$ cat src/rtl/rst_seq_ctl_if.sv
// Bundle between the staged reset sequencer and the sub-blocks it brings up.
// The master side supplies lock and per-stage done; the slave side is the sequencer.
interface rst_seq_ctl_if #(
    parameter int STAGES = 4
);
    logic              clk_locked;
    logic [STAGES-1:0] stage_done;
    logic [STAGES-1:0] stage_rst;
    logic              all_ready;
    logic              fault;
    logic [1:0]        retry_cnt;
    logic [2:0]        seq_state;

    modport master (
        output clk_locked, stage_done,
        input  stage_rst, all_ready, fault, retry_cnt, seq_state
    );

    modport slave (
        input  clk_locked, stage_done,
        output stage_rst, all_ready, fault, retry_cnt, seq_state
    );
endinterface

$ cat src/rtl/rst_seq_ctl.sv
// Staged reset-release sequencer: releases sub-block resets one at a time after lock,
// retries the whole sequence on a stage timeout and latches a fault after repeated failures.
module rst_seq_ctl #(
    parameter int          STAGES    = 4,
    parameter logic [15:0] STAGE_DLY = 16'h0100,
    parameter logic [15:0] TIMEOUT   = 16'hFFFF,
    parameter logic [1:0]  MAX_RETRY = 2'd3
) (
    input logic          clk,
    input logic          rst,
    rst_seq_ctl_if.slave bus
);
    typedef enum logic [2:0] {
        S_IDLE  = 3'd0,
        S_DELAY = 3'd1,
        S_WAIT  = 3'd2,
        S_READY = 3'd3,
        S_RETRY = 3'd4,
        S_FAULT = 3'd5
    } state_t;

    state_t            state, state_nxt;
    logic [2:0]        k, k_nxt;
    logic [15:0]       dly_cnt, dly_nxt;
    logic [15:0]       to_cnt, to_nxt;
    logic [STAGES-1:0] stage_rst_q, stage_rst_nxt;
    logic              all_ready_q, all_ready_nxt;
    logic              fault_q, fault_nxt;
    logic [1:0]        retry_q, retry_nxt;
    logic              lock_meta, locked_s;
    logic              done_k, lock_lost;
    logic [1:0]        retry_inc;

    // Lock synchroniser: clk_locked comes from the PLL, unrelated to clk
    always_ff @(posedge clk or posedge rst) begin
        if (rst) begin
            lock_meta <= 1'b0;
            locked_s  <= 1'b0;
        end else begin
            lock_meta <= bus.clk_locked;
            locked_s  <= lock_meta;
        end
    end

    always_ff @(posedge clk or posedge rst) begin
        if (rst) begin
            state       <= S_IDLE;
            k           <= 3'd0;
            dly_cnt     <= 16'd0;
            to_cnt      <= 16'd0;
            stage_rst_q <= '1;
            all_ready_q <= 1'b0;
            fault_q     <= 1'b0;
            retry_q     <= 2'd0;
        end else begin
            state       <= state_nxt;
            k           <= k_nxt;
            dly_cnt     <= dly_nxt;
            to_cnt      <= to_nxt;
            stage_rst_q <= stage_rst_nxt;
            all_ready_q <= all_ready_nxt;
            fault_q     <= fault_nxt;
            retry_q     <= retry_nxt;
        end
    end

    always_comb begin
        state_nxt     = state;
        k_nxt         = k;
        dly_nxt       = dly_cnt;
        to_nxt        = to_cnt;
        stage_rst_nxt = stage_rst_q;
        all_ready_nxt = all_ready_q;
        fault_nxt     = fault_q;
        retry_nxt     = retry_q;

        done_k = 1'b0;
        for (int i = 0; i < STAGES; i++) begin
            if (k == 3'(i)) done_k = bus.stage_done[i];
        end
        retry_inc = (retry_q == 2'd3) ? 2'd3 : retry_q + 2'd1;
        lock_lost = !locked_s && (state == S_DELAY || state == S_WAIT || state == S_READY);

        if (lock_lost) begin
            // Lock loss restarts bring-up without counting as a retry
            state_nxt     = S_IDLE;
            stage_rst_nxt = '1;
            all_ready_nxt = 1'b0;
            k_nxt         = 3'd0;
            dly_nxt       = 16'd0;
            to_nxt        = 16'd0;
        end else begin
            case (state)
                S_IDLE: begin
                    stage_rst_nxt = '1;
                    all_ready_nxt = 1'b0;
                    k_nxt         = 3'd0;
                    dly_nxt       = 16'd0;
                    to_nxt        = 16'd0;
                    if (locked_s) state_nxt = S_DELAY;
                end
                S_DELAY: begin
                    if (dly_cnt == STAGE_DLY - 16'd1) begin
                        for (int i = 0; i < STAGES; i++) begin
                            if (k == 3'(i)) stage_rst_nxt[i] = 1'b0;
                        end
                        to_nxt    = 16'd0;
                        state_nxt = S_WAIT;
                    end else begin
                        dly_nxt = dly_cnt + 16'd1;
                    end
                end
                S_WAIT: begin
                    // Done is checked before timeout so a same-cycle collision advances
                    if (done_k) begin
                        if (k == 3'(STAGES - 1)) begin
                            all_ready_nxt = 1'b1;
                            state_nxt     = S_READY;
                        end else begin
                            k_nxt     = k + 3'd1;
                            dly_nxt   = 16'd0;
                            state_nxt = S_DELAY;
                        end
                    end else if (to_cnt == TIMEOUT - 16'd1) begin
                        state_nxt = S_RETRY;
                    end else begin
                        to_nxt = to_cnt + 16'd1;
                    end
                end
                S_READY: begin
                    if (!(&bus.stage_done)) begin
                        all_ready_nxt = 1'b0;
                        state_nxt     = S_RETRY;
                    end
                end
                S_RETRY: begin
                    stage_rst_nxt = '1;
                    all_ready_nxt = 1'b0;
                    retry_nxt     = retry_inc;
                    k_nxt         = 3'd0;
                    dly_nxt       = 16'd0;
                    to_nxt        = 16'd0;
                    if (retry_inc == MAX_RETRY) begin
                        fault_nxt = 1'b1;
                        state_nxt = S_FAULT;
                    end else begin
                        state_nxt = S_IDLE;
                    end
                end
                S_FAULT: begin
                    stage_rst_nxt = '1;
                    all_ready_nxt = 1'b0;
                    fault_nxt     = 1'b1;
                end
                default: state_nxt = S_IDLE;
            endcase
        end
    end

    assign bus.stage_rst = stage_rst_q;
    assign bus.all_ready = all_ready_q;
    assign bus.fault     = fault_q;
    assign bus.retry_cnt = retry_q;
    assign bus.seq_state = state;
endmodule

$ cat src/flat_wrapper.sv
// flat-port wrapper written by rule: the top's interface ports become plain ports
module rst_seq_ctl_flat 
#(
    parameter int          STAGES    = 4,
    parameter logic [15:0] STAGE_DLY = 16'h0100,
    parameter logic [15:0] TIMEOUT   = 16'hFFFF,
    parameter logic [1:0]  MAX_RETRY = 2'd3
)
  (clk, rst, bus_clk_locked, bus_stage_done, bus_stage_rst, bus_all_ready, bus_fault, bus_retry_cnt, bus_seq_state);
  rst_seq_ctl_if #(.STAGES(STAGES)) bus_i ();
  input logic clk;
  input logic rst;
  input wire logic [$bits(bus_i.clk_locked)-1:0] bus_clk_locked;
  input wire logic [$bits(bus_i.stage_done)-1:0] bus_stage_done;
  output wire logic [$bits(bus_i.stage_rst)-1:0] bus_stage_rst;
  output wire logic [$bits(bus_i.all_ready)-1:0] bus_all_ready;
  output wire logic [$bits(bus_i.fault)-1:0] bus_fault;
  output wire logic [$bits(bus_i.retry_cnt)-1:0] bus_retry_cnt;
  output wire logic [$bits(bus_i.seq_state)-1:0] bus_seq_state;
  assign bus_i.clk_locked = bus_clk_locked;
  assign bus_i.stage_done = bus_stage_done;
  assign bus_stage_rst = bus_i.stage_rst;
  assign bus_all_ready = bus_i.all_ready;
  assign bus_fault = bus_i.fault;
  assign bus_retry_cnt = bus_i.retry_cnt;
  assign bus_seq_state = bus_i.seq_state;
  rst_seq_ctl #(.STAGES(STAGES), .STAGE_DLY(STAGE_DLY), .TIMEOUT(TIMEOUT), .MAX_RETRY(MAX_RETRY)) u_core (.clk(clk), .rst(rst), .bus(bus_i));
endmodule
$ cat config.mk
export PLATFORM = sky130hd
export DESIGN_NAME = rst_seq_ctl_flat
export DESIGN_NICKNAME = d
export VERILOG_FILES = /design/src/rtl/rst_seq_ctl_if.sv /design/src/rtl/rst_seq_ctl.sv /design/src/flat_wrapper.sv
export SDC_FILE = /design/constraint.sdc
export NUM_CORES = 1
export LEC_CHECK = 0
export CORE_ASPECT_RATIO = 1.4
export CORE_MARGIN = 2
export CORE_UTILIZATION = 64
export CTS_CLUSTER_DIAMETER = 60
export DETAILED_ROUTE_END_ITERATION = 12
export GPL_TIMING_DRIVEN = 0
export PLACE_DENSITY = 0.88
export SLEW_MARGIN = 10
export SYNTH_ARGS = -nofsm -noshare
export SYNTH_HDL_FRONTEND = slang
export SYNTH_SLANG_ARGS = --single-unit
$ cat constraint.sdc
create_clock -name clk -period 6.4 [get_ports clk]
set_input_delay 1.28 -clock clk [delete_from_list [all_inputs] [get_ports clk]]
set_output_delay 1.28 -clock clk [all_outputs]
set_load 0.05 [all_outputs]
Fig. 1: wires at chosen ports, followed through buffers
Scale: 3 px per um.
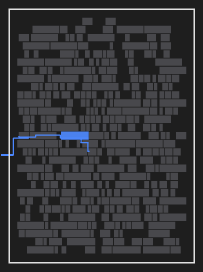
- blue: bus_all_ready (bits 1; direction output; edge left; end cells 1; wire 43.6 um)
Port-buffer cells: 17
IO Count: 18

Fig. 2: pin placement
Scale: 6 px per um. Pins as bars across the die edge, other pins in gray.
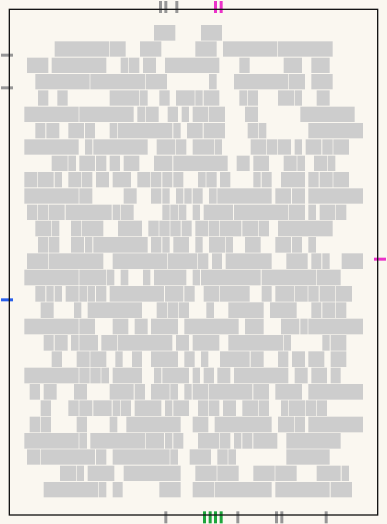
- blue: bus_all_ready (pins 1; direction output; edge left)
- magenta: bus_seq_state (pins 3; direction output; edge 2 top, 1 right)
- green: bus_stage_done (pins 4; direction input; edge bottom)
Die Y: 84.0 um
Die X: 61.2 um

Fig. 3: gate families picked out
Scale: 6 px per um.
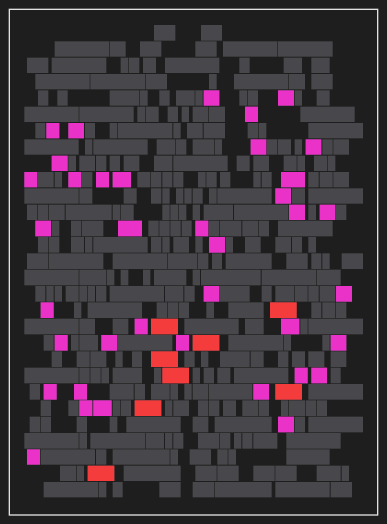
- red: fa/ha/maj cells (cells 8; most used ha_1)
- magenta: and/or cells (cells 38; most used or4_1)
fin cells: 409
dominant logic cell type in the layout: dfrtp_1

[worst paths after layout]
kind,to,slack [ps],from,depth (start not counted)
worst max-delay path,u_core.dly_cnt[9],3060,bus_stage_done[1],6
worst min-delay path,u_core.locked_s,360,u_core.lock_meta,0
worst max register to register,u_core.to_cnt[8],3810,u_core.k[0],7
worst min register to register,u_core.locked_s,360,u_core.lock_meta,0
max in group asynchronous,u_core.dly_cnt[7],4610,rst,3
min in group asynchronous,u_core.to_cnt[2],1280,rst,2
[final cells by class]
cell class	count	area (um^2)
plain buffers	16	90.1
clock buffers	8	90.1
fillers	357	1180
inverters	15	56.3
multi-input cells	242	1580
flip-flops and latches	48	1210
well taps	62	77.6
repair buffers	18	190
[critical path: stages]
cell,delay [ps]
clkdlybuf4s50_1,500
a21oi_1,160
a2111o_1,620
a21boi_1,440
clkbuf_1,430
a21oi_1,90
[registers in the layout, indices dropped and copies added, names as in the netlist]
signal,count
u_core.bus.all_ready,1
u_core.bus.fault,1
u_core.bus.retry_cnt,2
u_core.bus.seq_state,3
u_core.bus.stage_rst,4
u_core.dly_cnt,16
u_core.k,3
u_core.lock_meta,1
u_core.locked_s,1
u_core.to_cnt,16
[per-stage QoR]
| stage | utilization, % | hold WS, ps | worst slack [ps] | std cells | total power, mW |
|---|---|---|---|---|---|
| after floorplan | - | 331 | 3650 | 321 | 0.316 |
| after global placement | 71.2 | 334 | 2890 | 400 | 0.322 |
| after detailed placement | 71.6 | 344 | 2820 | 401 | 0.324 |
| after CTS | 73.6 | 362 | 3110 | 409 | 0.509 |
| after global routing | 73.6 | 363 | 2900 | 409 | 0.522 |
| final | 73.6 | 358 | 3060 | 409 | 0.506 |
[cells in the mapped netlist, types with 2 or more instances]
cell       n
nor2b_1    4
o211a_1    2
a211o_1    3
and4_1     3
a211oi_1   2
nand2_1   26
nor2_1    18
nand4_1   12
o211ai_1   6
nand4b_1   2
nor4_1     5
a41oi_1    2
a21oi_1   28
nand3_1   20
a221o_1    2
dfrtp_1   44
o31ai_1   14
buf_2      3
and3_1     4
or3_1     10
or4_1     16
ha_1       8
clkbuf_1   8
inv_1     15
buf_6      3
nor3_1     3
o311ai_0   2
o21ai_0   26
dfstp_2    4
[cells by family (layout without fill, tap and decap cells)]
logic type	Yosys count	count (layout)
buf+inv	31	57
flops	48	48
fa+ha+maj	8	8
compound gates	99	99
simple gates	135	135
[routing by layer]
| layer | routed length [um] | track usage [%] | up-vias |
|---|---|---|---|
| met2 | 4150 | 56.0 | 91 |
| met3 | 265 | 3.41 | 20 |
| li1 | - | - | 1277 |
| met1 | 2760 | 34.7 | 1341 |
| met5 | 0 | 0 | - |
| met4 | 180 | 12.8 | 0 |
[power by group through the flow]
stage / logic (mW) / registers, mW / clock network, mW
4_1_cts: 0.0142 / 0.304 / 0.190
6_report: 0.0140 / 0.304 / 0.188
2_1_floorplan: 0.00595 / 0.310 / 0
3_5_place_dp: 0.0141 / 0.310 / 0
5_1_grt: 0.0157 / 0.304 / 0.202
3_3_place_gp: 0.0124 / 0.310 / 0
==> deck_impl_summary.md <==
Run Summary

Outcome
  • Status: finished, final reports clean

Clock network
  • Post-CTS Setup Inserts: 0
  • CTS Buffer Depth: 2
  • CTS resizes: 0
  • Clk sinks: 48
  • CTS buffer count: 5
  • Cts hold-fix bufs: 0
  • CTS H-tree depth: 2
  • Clock root buffer master: clkbuf_8
  • Clock-pin transition on the worst setup and hold timing paths: roughly 80 ps

Synthesis
  • Ys Warns: 0
  • Leading area contributor after synthesis: dfrtp_1
  • Main logic family: simple AND/OR/NAND/NOR gates
  • Fa+ha+maj area frac: 3.42%
  • Cells after Synth: 321
  • Post-Syn Nets: 336
  • Distinct lib cells used: around 55
  • Post-Syn Area per Cell: roughly 9.1 um^2
  • Synth Area in Compound Gates: 23.2%
  • Post-synth seq share: a little over 40%
  • Area fraction in mux cells: 0%
  • Post-synth regs: roughly 48
  • Ys flop type: dfrtp_1
  • Yosys cell count: 321
  • XOR/XNOR Area Share: 0%
  • Number of flops mapped to enable cells by yosys: 0
  • Share of flip-flops with an asynchronous set or reset: 100%
  • Mapped Area: 2930 um^2
  • Top cells by area: dfrtp_1 (38%), a21oi_1 (4.8%), o21ai_0 (4.4%)

Timing
  • Crit share post-route: 52.3%
  • Fin. max-slew vios: 0
  • Slew HR: about 59%
  • Total negative slack: 0 ps
  • Max frequency: 299 MHz
  • Final hold violations: 0
  • Final Skew: about 7.8 ps
  • Setup violators final: 0
  • Min cycle time layout: 3340 ps
  • RSZ-0062 raised after global routing: no

Setup path
  • CP Capture Type: register
  • Crit path max fanout: 10
  • Worst path required time: 6570 ps
  • Worst Path Arrival: ~3500 ps
  • WS Path Type: in2reg
  • CP startpoint kind: input port

Floorplanning
  • Initial core utilization: 65.6%
  • Full die area: a little over 5000 um^2
  • Site row count: 29
  • Core area: 4460 um^2

GRT
  • First-pass GRT wire length: 12300 um
  • Total gr overflow: 0
  • Initial antenna violation count: 0
  • Number of global-route vias before repair: 2691
  • Largest net degree at the start of global routing: 32

Run
  • Max_cap viols: 0
  • Count of tool warnings: 30

Hold path
  • Hold Crit Class: reg2reg

Routing
  • 1st-pass router iterations: 5
  • DR iter-0 viols: 218
  • # DRC: 0
  • Via count: 2729
  • Final WL: 7360 um
  • Via density: 6.67
  • ANT nets after route: 0
  • Avg WL per Cell: 18.0 um

Pwr
  • Clock network fraction of total power: between 30% and 40%
  • Part of the power in combinational logic: 2.8%
  • Pleak: 1.34 nW
  • Worst IR Drop VDD: 148 uV
  • Register share of total power: 60.1%
  • Power Dens Cells: roughly 150 nW/um^2
  • P_int: 0.397 mW

Cells and area
  • Layout Area Growth over Synthesis: 12.2%
  • Post-route cell area: about 3300 um^2
  • Share of cells above drive strength 1: 9.22%
  • Most frequent cells in the layout: dfrtp_1 (44), a21oi_1 (28), nand2_1 (26), o21ai_0 (26), nand3_1 (20)

Placed design
  • Placed wire-length estimate: 5320 um
  • GP Congestion: around 0.9
  • Placed Area: between 3000 and 4000 um^2
Power and IR drop assume default switching activity.
